## config.mk

```make
export PLATFORM = sky130hd
export DESIGN_NAME = cla_addsub_pipe
export DESIGN_NICKNAME = d
export VERILOG_FILES = /design/src/rtl/cla_pkg.sv /design/src/rtl/cla_group4.sv /design/src/rtl/cla_addsub_pipe.sv
export SDC_FILE = /design/constraint.sdc
export NUM_CORES = 1
export LEC_CHECK = 0
export CAP_MARGIN = 20
export CORE_MARGIN = 2
export CORE_UTILIZATION = 55
export DETAILED_ROUTE_END_ITERATION = 16
export DONT_BUFFER_PORTS = 1
export PLACE_DENSITY = 0.83
export SLEW_MARGIN = 20
export SYNTH_ARGS = -nofsm -noshare
export SYNTH_HDL_FRONTEND = slang
export SYNTH_SLANG_ARGS = --single-unit
export TNS_END_PERCENT = 100
```

## constraint.sdc

```tcl
create_clock -name clk -period 2.26 [get_ports clk]
set_input_delay 0.452 -clock clk [delete_from_list [all_inputs] [get_ports clk]]
set_output_delay 0.452 -clock clk [all_outputs]
set_load 0.05 [all_outputs]
```

## src/rtl/cla_pkg.sv

```systemverilog
// Shared definitions for the pipelined carry-lookahead adder/subtractor:
// CLA group width, per-stage side-band record and the saturation clamp helper.
package cla_pkg;

    localparam int GROUP     = 4;
    // Widest operand the clamp helper can serve.
    localparam int SAT_MAX_W = 64;

    // Control record that travels with each beat through the pipeline.
    // carry is the carry out of the segment computed in that stage.
    typedef struct packed {
        logic valid;
        logic sub;
        logic sat;
        logic carry;
    } side_t;

    // Saturation value for an overflowed (width+1)-bit exact sum: the most
    // positive width-bit value when the true result is positive, the most
    // negative one otherwise. Only the low width bits of the return are meaningful.
    function automatic logic [SAT_MAX_W-1:0] sat_clamp(input logic [SAT_MAX_W:0] sum,
                                                       input int unsigned     width);
        logic [SAT_MAX_W-1:0] min_val;
        logic [6:0]           sign_idx;
        sign_idx = 7'(width);
        min_val  = SAT_MAX_W'(1) << (width - 1);
        if (sum[sign_idx]) begin
            return min_val;
        end
        return min_val - SAT_MAX_W'(1);
    endfunction

endpackage

```

## src/rtl/cla_group4.sv

```systemverilog
// Combinational 4-bit carry-lookahead group: internal carries are flat
// sum-of-products of the bit propagate/generate terms, and the group
// propagate/generate pair lets the parent look ahead across groups.
module cla_group4 (
    input  logic [3:0] p,
    input  logic [3:0] g,
    input  logic       cin,
    output logic [3:0] s,
    output logic       gp,
    output logic       gg,
    output logic       cout
);

    logic c1, c2, c3;

    assign c1 = g[0] | (p[0] & cin);
    assign c2 = g[1] | (p[1] & g[0]) | (p[1] & p[0] & cin);
    assign c3 = g[2] | (p[2] & g[1]) | (p[2] & p[1] & g[0]) | (p[2] & p[1] & p[0] & cin);

    assign gp   = &p;
    assign gg   = g[3] | (p[3] & g[2]) | (p[3] & p[2] & g[1]) | (p[3] & p[2] & p[1] & g[0]);
    assign cout = gg | (gp & cin);

    assign s = p ^ {c3, c2, c1, cin};

endmodule

```

## src/rtl/cla_addsub_pipe.sv

```systemverilog
// Pipelined signed add/subtract. Stage k adds operand segment k with 4-bit
// CLA groups plus group lookahead, registers the segment carry for stage k+1,
// and forwards the operands and the lower result segments. The last stage
// assembles the exact WIDTH+1 sum, overflow, optional saturation and flags.
module cla_addsub_pipe
    import cla_pkg::*;
#(
    parameter int WIDTH  = 16,
    parameter int STAGES = 2
) (
    input  logic                    clk,
    input  logic                    rst,
    input  logic                    in_valid,
    output logic                    in_ready,
    input  logic signed [WIDTH-1:0] a,
    input  logic signed [WIDTH-1:0] b,
    input  logic                    sub,
    input  logic                    sat,
    output logic                    out_valid,
    input  logic                    out_ready,
    output logic signed [WIDTH:0]   sum,
    output logic signed [WIDTH-1:0] res_sat,
    output logic                    ovf,
    output logic                    cout,
    output logic                    zero,
    output logic                    neg
);

    localparam int SEG  = WIDTH / STAGES;
    localparam int NGRP = SEG / GROUP;

    // Stage inputs (from the ports for stage 0, from the previous stage otherwise)
    logic signed [WIDTH-1:0] a_src    [STAGES];
    logic signed [WIDTH-1:0] b_src    [STAGES];
    logic        [WIDTH-1:0] res_src  [STAGES];
    side_t                   side_src [STAGES];
    // Stage register outputs
    logic signed [WIDTH-1:0] a_q      [STAGES];
    logic signed [WIDTH-1:0] b_q      [STAGES];
    logic        [WIDTH-1:0] res_q    [STAGES];
    side_t                   side_q   [STAGES];
    logic [STAGES-1:0]       adv;

    // A stage moves when it is empty or its successor moves; the last stage
    // moves when the consumer takes the result or nothing is presented.
    always_comb begin
        adv = '0;
        adv[STAGES-1] = !side_q[STAGES-1].valid || out_ready;
        for (int i = STAGES - 2; i >= 0; i--) begin
            adv[i] = !side_q[i].valid || adv[i+1];
        end
    end

    assign in_ready = adv[0];

    for (genvar k = 0; k < STAGES; k++) begin : g_stage
        logic signed [WIDTH-1:0] a_p;
        logic signed [WIDTH-1:0] b_p;
        logic        [WIDTH-1:0] res_p;
        logic        [WIDTH-1:0] res_nx;
        side_t                   side_p;
        side_t                   side_nx;
        logic        [NGRP:0]    gc;
        logic        [NGRP-1:0]  gp;
        logic        [NGRP-1:0]  gg;
        logic        [NGRP-1:0]  unused_cout;
        logic        [SEG-1:0]   seg_s;

        if (k == 0) begin : g_head
            // Subtraction is A + ~B + 1: the +1 enters as the carry into segment 0.
            assign a_src[k]    = a;
            assign b_src[k]    = sub ? ~b : b;
            assign res_src[k]  = '0;
            assign side_src[k] = '{valid: in_valid, sub: sub, sat: sat, carry: sub};
        end else begin : g_body
            assign a_src[k]    = a_q[k-1];
            assign b_src[k]    = b_q[k-1];
            assign res_src[k]  = res_q[k-1];
            assign side_src[k] = side_q[k-1];
        end

        assign a_q[k]    = a_p;
        assign b_q[k]    = b_p;
        assign res_q[k]  = res_p;
        assign side_q[k] = side_p;

        for (genvar j = 0; j < NGRP; j++) begin : g_grp
            localparam int LSB = k * SEG + j * GROUP;
            cla_group4 u_grp (
                .p    (a_src[k][LSB +: GROUP] ^ b_src[k][LSB +: GROUP]),
                .g    (a_src[k][LSB +: GROUP] & b_src[k][LSB +: GROUP]),
                .cin  (gc[j]),
                .s    (seg_s[j*GROUP +: GROUP]),
                .gp   (gp[j]),
                .gg   (gg[j]),
                .cout (unused_cout[j])
            );
        end

        // Group lookahead: every group carry is a flat OR of G/P products back to the segment carry-in
        always_comb begin
            logic pp;
            pp    = 1'b0;
            gc    = '0;
            gc[0] = side_src[k].carry;
            for (int j = 0; j < NGRP; j++) begin
                gc[j+1] = gg[j];
                pp      = gp[j];
                for (int i = j - 1; i >= 0; i--) begin
                    gc[j+1] = gc[j+1] | (pp & gg[i]);
                    pp      = pp & gp[i];
                end
                gc[j+1] = gc[j+1] | (pp & side_src[k].carry);
            end
        end

        // Insert this stage's segment into the forwarded partial result
        always_comb begin
            res_nx                 = res_src[k];
            res_nx[k*SEG +: SEG]   = seg_s;
        end

        assign side_nx = '{valid: side_src[k].valid, sub: side_src[k].sub,
                           sat: side_src[k].sat, carry: gc[NGRP]};

        // Stage k control: valid bit and side-band, cleared by reset so in-flight beats vanish
        always_ff @(posedge clk or posedge rst) begin
            if (rst) begin
                side_p <= '0;
            end else if (adv[k]) begin
                side_p <= side_nx;
            end
        end

        // Stage k datapath: operands and partial result, no reset needed
        always_ff @(posedge clk) begin
            if (adv[k]) begin
                a_p   <= a_src[k];
                b_p   <= b_src[k];
                res_p <= res_nx;
            end
        end
    end

    // Final assembly from the last stage
    logic             ext_msb;
    logic [WIDTH:0]   sum_raw;
    logic [WIDTH-1:0] clamp;
    logic [WIDTH-1:0] res_raw;
    logic             ovf_raw;
    logic             unused_tail;

    // Bit WIDTH of the sign-extended sum: sign(A) ^ sign(b_eff) ^ carry out of bit WIDTH-1.
    assign ext_msb = a_q[STAGES-1][WIDTH-1] ^ b_q[STAGES-1][WIDTH-1] ^ side_q[STAGES-1].carry;
    assign sum_raw = {ext_msb, res_q[STAGES-1]};
    assign ovf_raw = sum_raw[WIDTH] != sum_raw[WIDTH-1];
    assign clamp   = WIDTH'(sat_clamp((SAT_MAX_W+1)'(sum_raw), WIDTH));
    assign res_raw = (side_q[STAGES-1].sat && ovf_raw) ? clamp : sum_raw[WIDTH-1:0];

    // Operand low bits and the mode bit are fully consumed before the last stage.
    assign unused_tail = ^{a_q[STAGES-1][WIDTH-2:0], b_q[STAGES-1][WIDTH-2:0],
                           side_q[STAGES-1].sub};

    assign out_valid = side_q[STAGES-1].valid;

    // Present the result only with a valid beat so every output reads zero when idle or in reset
    always_comb begin
        sum     = '0;
        res_sat = '0;
        ovf     = 1'b0;
        cout    = 1'b0;
        zero    = 1'b0;
        neg     = 1'b0;
        if (out_valid) begin
            sum     = sum_raw;
            res_sat = res_raw;
            ovf     = ovf_raw;
            cout    = side_q[STAGES-1].carry;
            zero    = (res_raw == '0);
            neg     = res_raw[WIDTH-1];
        end
    end

endmodule

```

### Metal 1, run 1

Drawn at 4 px/um. Supply wires on this layer in gray.
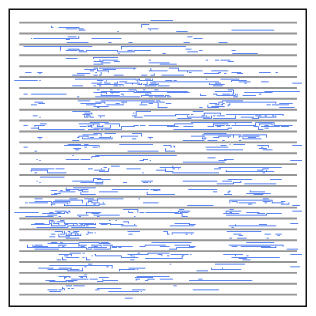
wire length on this layer = 2,010 um
nets with wire on the layer = 273
main direction = horizontal
longest straight run = 20.2 um

### The metal 2 layer, run 1

Drawn at 4 px/um. Cells faint in the background.
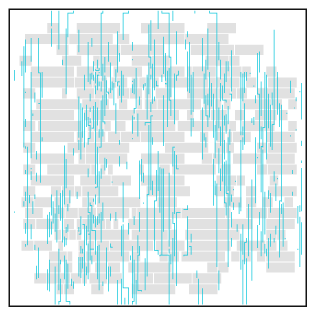
longest straight run = 31.8 um
main direction = vertical
nets with wire on the layer = 276
wire length on this layer = 2,400 um
share of all routed wire = 50%

==> results.ini, run 1 <==
[run_status]
status = complete, but fails checks
violations = setup timing

[layout]
area_growth_syn_to_layout_pct = 25.5
fin_cells = 325
diodes = 0
nClkBuffers = 7
nNetsFinal = 314
regMostFlops = g_stage.res_p
flop-count = 48
drive_gt1_frac = 0.229
final_common_cell = edfxtp_1
nMultiInputCombCells = 155
logic_area_um2 = 1240

[power]
pg_comb_w = 0.00200
p_int_w = 0.00221
combPwrFrac = 0.530
power_frac_seq = 0.345
clkPwrFrac = 0.125
leakage_nw = 1.36
total_power_w = 0.00377

[final_timing]
fin_crit_sh = 1.03
setup_slack_ns = -0.0753
tns_ns = -0.685
tightest_slew_ns = 0.529
fin_crit_ns = 2.34
drv_slew = 0
fmax_mhz = 428
setup_viol = 14
rsz0062_at_grt = yes

[clock_network]
cts.path.max_buffers = 2
clkLatencyLatePin_ns = 0.29
h-tree-depth = 2
cts-root-buf = clkbuf_8
cts_tree = built
cts_buffers = 5

[synth]
top_cell_area_share = 0.469
ff_type = edfxtp_1
synthTopCellsByCount = 42 x edfxtp_1, 18 x xor2_1, 17 x and2_1
yosysMostFrequentCell = edfxtp_1
synth_cell_type_count = 38
yosysTopAreaCell = edfxtp_1
synth-edff-count = 42
synth_area_um2 = 2690
syn_inst = 221
ys_async_sr_fraction = 0.125
yosys.stat.seqShare = 0.525
synth_area_per_cell_um2 = 12.2

[placement]
dp_cells = 305
postPlaceCellArea_um2 = 3120
hpwlAfterDp_mm = 3.71

[setup_path]
critPathLaunch = g_stage[1].a_p[15]
worstPathCellList = xnor2_2 > xnor2_2 > buf_4 > nor3_4 > buf_12 > o21a_1 > buf_12
start_kind = register
crit_arrival_ns = 1.88
r2r-end = g_stage[1].res_p[13]
end_kind = primary output
timing.rr.start = g_stage[0].b_p[8]
endpoint = res_sat[10]
critPathKind = reg2out
cp.depth = 7

[die]
die-width_um = 73.9
num_tap_cells = 67
core_area_um2 = 4720
pin_count = 77
dieArea_um2 = 5460

[hold_path]
hold_class = in2reg
holdCritStartpoint = a[12]

[global_route]
antenna_found_initial = 0
grt_max_degree = 31
grt_use_met3 = 0.0425
grt_pass1_wl_mm = 7.82
grt_overflow = 0

[detailed_routing]
via_per_inst = 5.36
routedLengthMet1_mm = 2.01
top_layer = met4
ant_nets = 0
dr.pass1.iters = 4

[job]
cap_violations = 0

### M3 wires, run 1

Drawn at 4 px/um.
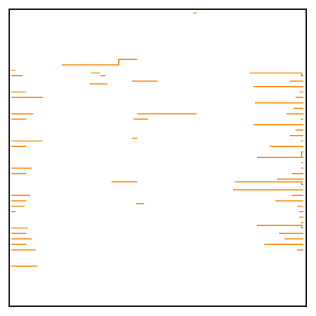
main direction = horizontal
wire length on this layer = 317 um
share of all routed wire = 6.6%
longest straight run = 17.3 um
nets with wire on the layer = 59
Detailed Route WL: 4.78 mm
via count: 1,743

-- run 1: what timing repair did --
action / in CTS / in global routing
endpoints found under the setup margin: 15 / 16
hold endpoints to repair: 6 / 0
pin swaps: 6 / 4
buffers inserted: 7 / 4
hold buffers: 1 / 0
gates cloned: 0 / 0
resized: 4 / 5
-- run 1: cell families (layout without fill, tap and decap cells) --
logic type               count (synthesis)  count (layout)  share of synthesized area
buffers and inverters                   18              55                     0.0340
XOR/XNOR                                30              30                      0.103
multiplexers                             3               3                     0.0116
AND-OR/OR-AND                           45              45                      0.111
adder cells (fa/ha/maj)                 19              19                     0.0969
flip-flops                              48              48                      0.525
AND/OR/NAND/NOR                         58              58                      0.117
### Ports around the boundary, run 1

Drawn at 4 px/um. Pins as bars across the die edge, other pins in gray.
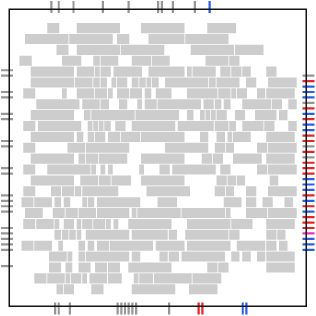

==> run 2: changes to the inputs <==
SYNTH_HIERARCHICAL = 1   (was unset)
### Ports around the boundary, run 2

Drawn at 4 px/um. Pins as bars across the die edge, other pins in gray.
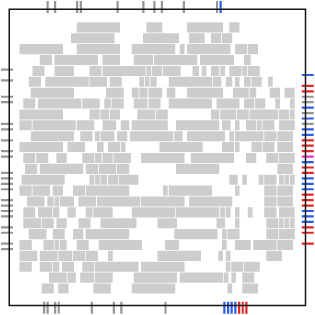
sum -> blue  # pins 17, direction output, edge 12 right, 4 bottom, 1 top
res_sat -> red  # pins 16, direction output, edge 13 right, 3 bottom
out_valid -> magenta  # pins 1, direction output, edge right
all pins by edge = 30 right, 21 left, 15 bottom, 11 top

==> run 2 against run 1 <==
Compared with the run above:
- the flow still finishes with violations (setup timing)
- critical path depth is 1 lower
- synthesized area is 0.51% lower
- power is 1.8% lower
- routed wire length is 7.9% lower
- cell area is 6.3% lower
- clock power is 3% lower
- largest power group unchanged
- highest routed layer unchanged
==> results.ini, run 2 <==
[run_status]
status = complete, but fails checks
violations = setup timing

[die]
die-width_um = 73.7  ; -0.24%
die_y_um = 73.7
pin_count = 77  ; unchanged
dieArea_um2 = 5430  ; -0.47%
core_area_um2 = 4690  ; -0.66%
fp_util = 0.570
num_rows = 25

[detailed_routing]
dr.pass1.iters = 4  ; unchanged
via_per_inst = 5.36  ; about the same
wire_per_inst_um = 14.2
via_count = 1668  ; -4.3%
drtIter0Drc = 23
routed_wirelength_mm = 4.40  ; -7.9%
ant_nets = 0  ; unchanged
drc = 0

[placement]
postPlaceCellArea_um2 = 2960  ; -5.3%
gp_congestion = 0.825
io_buffer_count = 0
dp_cells = 296  ; -3.0%
pre_cts_ws_ns = 0.0173
hpwlAfterDp_mm = 3.39  ; -8.5%

[final_timing]
skew_ns = 0.00199
tightest_slew_ns = 0.645  ; +0.116 ns
tns_ns = -1.40  ; -0.719 ns
setup_viol = 16  ; +2
setup_slack_ns = -0.100  ; -0.0248 ns
fin_crit_ns = 2.36  ; +0.0248 ns
fmax_mhz = 424  ; -1.1%
drv_slew = 0  ; unchanged
fin_crit_sh = 1.04  ; +0.0110
finalHoldViolCount = 0
hold_ws_ns = 0.253
relSlewSlack = 0.570
rsz0062_at_grt = yes

[job]
cap_violations = 0  ; unchanged
warnings = 29

[layout]
final_common_cell = edfxtp_1
top_regs = g_stage.res_p: 24 flops, g_stage.a_p: 9 flops, g_stage.b_p: 9 flops
nNetsFinal = 314  ; unchanged
regMostFlops = g_stage.res_p
area_growth_syn_to_layout_pct = 18.2
drive_gt1_frac = 0.289  ; +0.0604
fin_cells = 311  ; -4.3%
most-common-layout-cells = 42 x edfxtp_1, 22 x nand2_1, 20 x xor2_1, 20 x ha_1, 17 x inv_1
fin_util = 0.673
largest_reg_flops = 24
post-route-cell-area_um2 = 3160

[power]
p_seq_w = 0.00128
clk-power_w = 0.000456
power.density_nw_per_um2 = 1170
total_power_w = 0.00370  ; -1.8%
power_frac_seq = 0.345  ; about the same
pg_comb_w = 0.00197  ; about the same
p_int_w = 0.00206  ; -7.0%
leakage_nw = 1.43  ; +5.5%
peakVddDrop_mv = 0.585
clkPwrFrac = 0.123  ; -0.002
p_sw_frac = 0.444
combPwrFrac = 0.531  ; about the same
switchingPower_w = 0.00165
maxPowerGroup = combinational cells

[synth]
synth_area_per_cell_um2 = 11.8  ; -3.1%
synth_area_um2 = 2670  ; -0.51%
syn_inst = 227  ; +2.7%
yosysWarnings = 6
synth_nets = 285

[hold_path]
min_to = g_stage[0].a_p[15]
hold_class = in2reg
holdCritStartpoint = a[15]
min_path_cells = 0

[setup_path]
r2r_slack_ns = 0.19
critPathKind = reg2out
crit_arrival_ns = 1.91  ; +0.03 ns
timing.rr.start = g_stage[0].b_p[10]
crit_family = XOR/XNOR gates
end_kind = primary output
critPathRequiredTime_ns = 1.81
worstPathCellList = xnor3_2 > xnor2_2 > and2_4 > buf_12 > o21ai_2 > buf_6
cp.depth = 6  ; -1
reg2reg_depth = 8
critPathLaunch = g_stage[1].b_p[15]
worstPathMaxFanout = 14
endpoint = res_sat[5]
slowest_delay_ns = 0.42
critPathBufInv = 2
crit_slowest_cell = edfxtp_1
r2r-end = g_stage[1].res_p[14]
start_kind = register

[global_route]
grt_pass1_wl_mm = 7.08  ; -9.5%
grt_pass1_vias = 1581
grt_usage = 0.171
grt_max_degree = 21  ; -32%
antenna_found_initial = 1  ; +1
grt_overflow = 0  ; unchanged

[clock_network]
clkLatencyLatePin_ns = 0.29  ; about the same
cts.path.max_buffers = 2  ; unchanged
cts-root-buf = clkbuf_8
cts_tree = built
cts_buffers = 5  ; unchanged
clock-sinks = 48
h-tree-depth = 2  ; unchanged
path_clk_slew_ns = 0.08

[run 2: per-layer routing]
layer | GRT usage | share of wire | up-vias
met2 | 0.286 | 0.47 | 57
met1 | 0.213 | 0.46 | 739
met4 | 0.0667 | 0.014 | 0
met3 | 0.0425 | 0.058 | 4
li1 | - | - | 868
met5 | 0 | 0 | -
[run 2: what timing repair did]
action	4_1_cts	5_1_grt
buffers inserted	4	2
resized	15	2
endpoints found under the hold margin	6	0
endpoints found under the setup margin	15	16
hold buffers	1	0
pin swaps	1	2
[run 2: layout make-up]
class,count,area (um^2)
antenna,1,2.50
clock buffer,6,72.6
clock inverter,1,5.00
fill,350,1530
inverter,17,63.8
multi-input combinational,155,1240
sequential,48,1410
tap,54,67.6
timing repair buffer,29,298
### The metal 2 layer, run 2

Drawn at 4 px/um. Cells faint in the background.
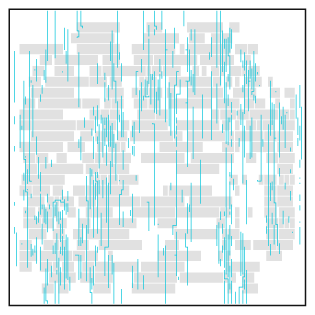

==> run 3: changes to the inputs <==
CELL_PAD_IN_SITES_DETAIL_PLACEMENT = 0   (was unset)
CELL_PAD_IN_SITES_GLOBAL_PLACEMENT = 1   (was unset)
CORE_UTILIZATION = 44   (was 55)
PLACE_DENSITY = 0.85   (was 0.83)
### The metal 2 layer, run 3

Drawn at 3 px/um. Cells faint in the background.
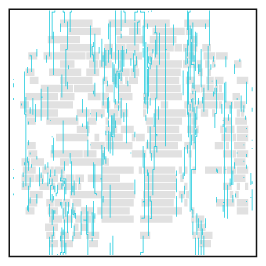
longest straight run = 44.9 um
share of all routed wire = 44%
nets with wire on the layer = 246
wire length on this layer = 1,820 um
Detailed Route WL: 4.16 mm
via count: 1,660
M2 GR Usage: 0.195

==> run 3 against run 2 <==
Compared with the run above:
- the flow still finishes with violations (setup timing)
- utilization down 13 points
- hold slack better by 0.0015 ns
- maximum frequency is 0.94% higher
==> results.ini, run 3 <==
[setup_path]
worstPathMaxFanout = 14  ; unchanged
critPathLaunch = g_stage[1].a_p[15]
r2r-end = g_stage[1].res_p[14]
crit_slowest_cell = edfxtp_1
timing.rr.start = g_stage[0].b_p[10]
end_kind = primary output
critPathRequiredTime_ns = 1.81  ; about the same
endpoint = res_sat[1]
start_kind = register
r2r_slack_ns = 0.22  ; +0.03 ns
crit_family = XOR/XNOR gates
critPathBufInv = 2  ; unchanged

[clock_network]
post_cts_buffers = 3  ; -1
clkLatencyLatePin_ns = 0.29  ; about the same
cts-root-buf = clkbuf_8
ctsResizeCount = 14  ; -1
cts.hold.buffers_added = 1  ; unchanged
cts.path.max_buffers = 2  ; unchanged

[final_timing]
setup_slack_ns = -0.0781  ; +0.0220 ns
drv_slew = 0  ; unchanged
setup_viol = 15  ; -1
rsz0062_at_grt = yes
fin_crit_sh = 1.03  ; -0.00973
hold_ws_ns = 0.255  ; +0.00154 ns
tns_ns = -1.08  ; +0.321 ns
fmax_mhz = 428  ; +0.94%

[run_status]
status = complete, but fails checks
violations = setup timing

[synth]
synth_nets = 285  ; unchanged
synth_area_per_cell_um2 = 11.8  ; unchanged
synth_area_um2 = 2670  ; unchanged
yosysWarnings = 6  ; unchanged
syn_inst = 227  ; unchanged

[layout]
most-common-layout-cells = 42 x edfxtp_1, 22 x nand2_1, 20 x xor2_1, 20 x ha_1, 17 x inv_1
largest_reg_flops = 24  ; unchanged
final_common_cell = edfxtp_1
drive_gt1_frac = 0.282  ; -0.00671
post-route-cell-area_um2 = 3220  ; +1.8%
diodes = 0  ; -1
nFillCells = 529  ; +51%

[detailed_routing]
ant_nets = 0  ; unchanged
drtIter0Drc = 24  ; +4.3%
wl_met3_um = 278  ; +9.4%
drc = 0  ; unchanged
via_per_inst = 5.03  ; -6.2%
wire_per_inst_um = 12.6  ; -11%
routedLengthMet1_mm = 1.99  ; -1.5%
wl_met2_mm = 1.82  ; -12%
dr.pass1.iters = 4  ; unchanged

[global_route]
top_usage_layer = met2
grt_usage = 0.127  ; -0.0433
use_met1 = 0.175  ; -0.0373
grt_max_degree = 21  ; unchanged
grt_pass1_vias = 1521  ; -3.8%

[power]
clk-power_w = 0.000601  ; +32%
peakVddDrop_mv = 0.669  ; +14%
clkPwrFrac = 0.158  ; +0.035
p_int_w = 0.00217  ; +5.5%
switchingPower_w = 0.00162  ; -1.5%
pg_comb_w = 0.00191  ; -3%
p_seq_w = 0.00128  ; about the same

[die]
die-width_um = 81.9  ; +11%
dieArea_um2 = 6710  ; +24%
die_y_um = 81.9  ; +11%

[hold_path]
min_path_cells = 0  ; unchanged
hold_class = in2reg

[placement]
postPlaceCellArea_um2 = 3000  ; +1.6%
io_buffer_count = 0  ; unchanged
hpwlAfterDp_mm = 3.40  ; +0.22%

[job]
cap_violations = 0  ; unchanged

[run 3: cell types whose count changed in the layout (fill, tap and decap cells not counted), sizes merged]
cell	change
diode	-1
buf	-2
bufinv	+1
[run 3: final cells by class]
class / count / area [um^2] / area share
multi-input combinational: 155 / 1230 / 0.382
timing repair buffer: 27 / 299 / 0.0930
sequential: 48 / 1410 / 0.439
inverter: 17 / 63.8 / 0.0198
clock buffer: 6 / 82.6 / 0.0257
clock inverter: 2 / 33.8 / 0.0105
tap: 75 / 93.8 / 0.0292
[run 3: per-stage QoR]
stage                     setup slack, ns  cells   util
after CTS                         -0.0833    330  0.544
after global routing               -0.158    330  0.546
after floorplan                    -0.126    227      -
final                             -0.0781    330  0.546
after global placement             0.0749    318  0.510
after detailed placement           0.0331    318  0.510

==> layout pictures side by side <==
Placed standard cells.
shot_01.png
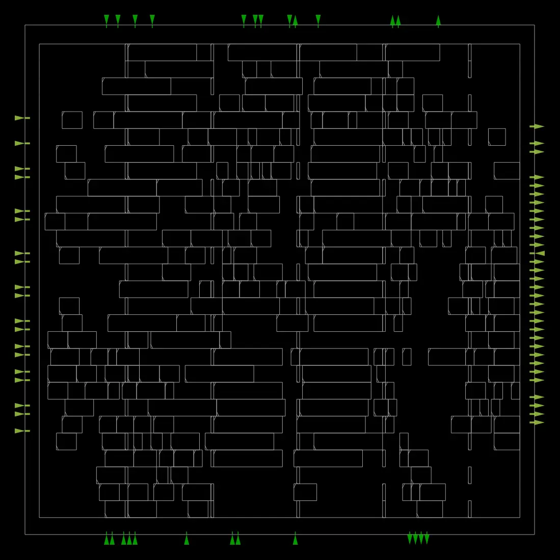
shot_02.png
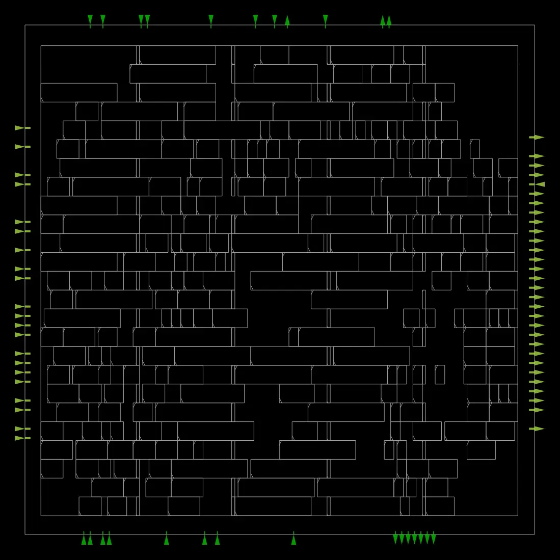
shot_03.png
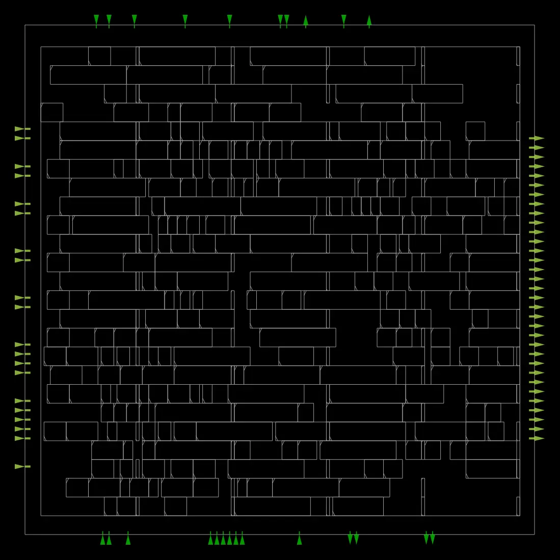
| picture | from |
|---|---|
| shot_02.png | run 2 |
| shot_01.png | run 3 |
| shot_03.png | run 1 |
- lowest utilization: shot_01.png

Power is estimated from default activity; no workload was simulated.
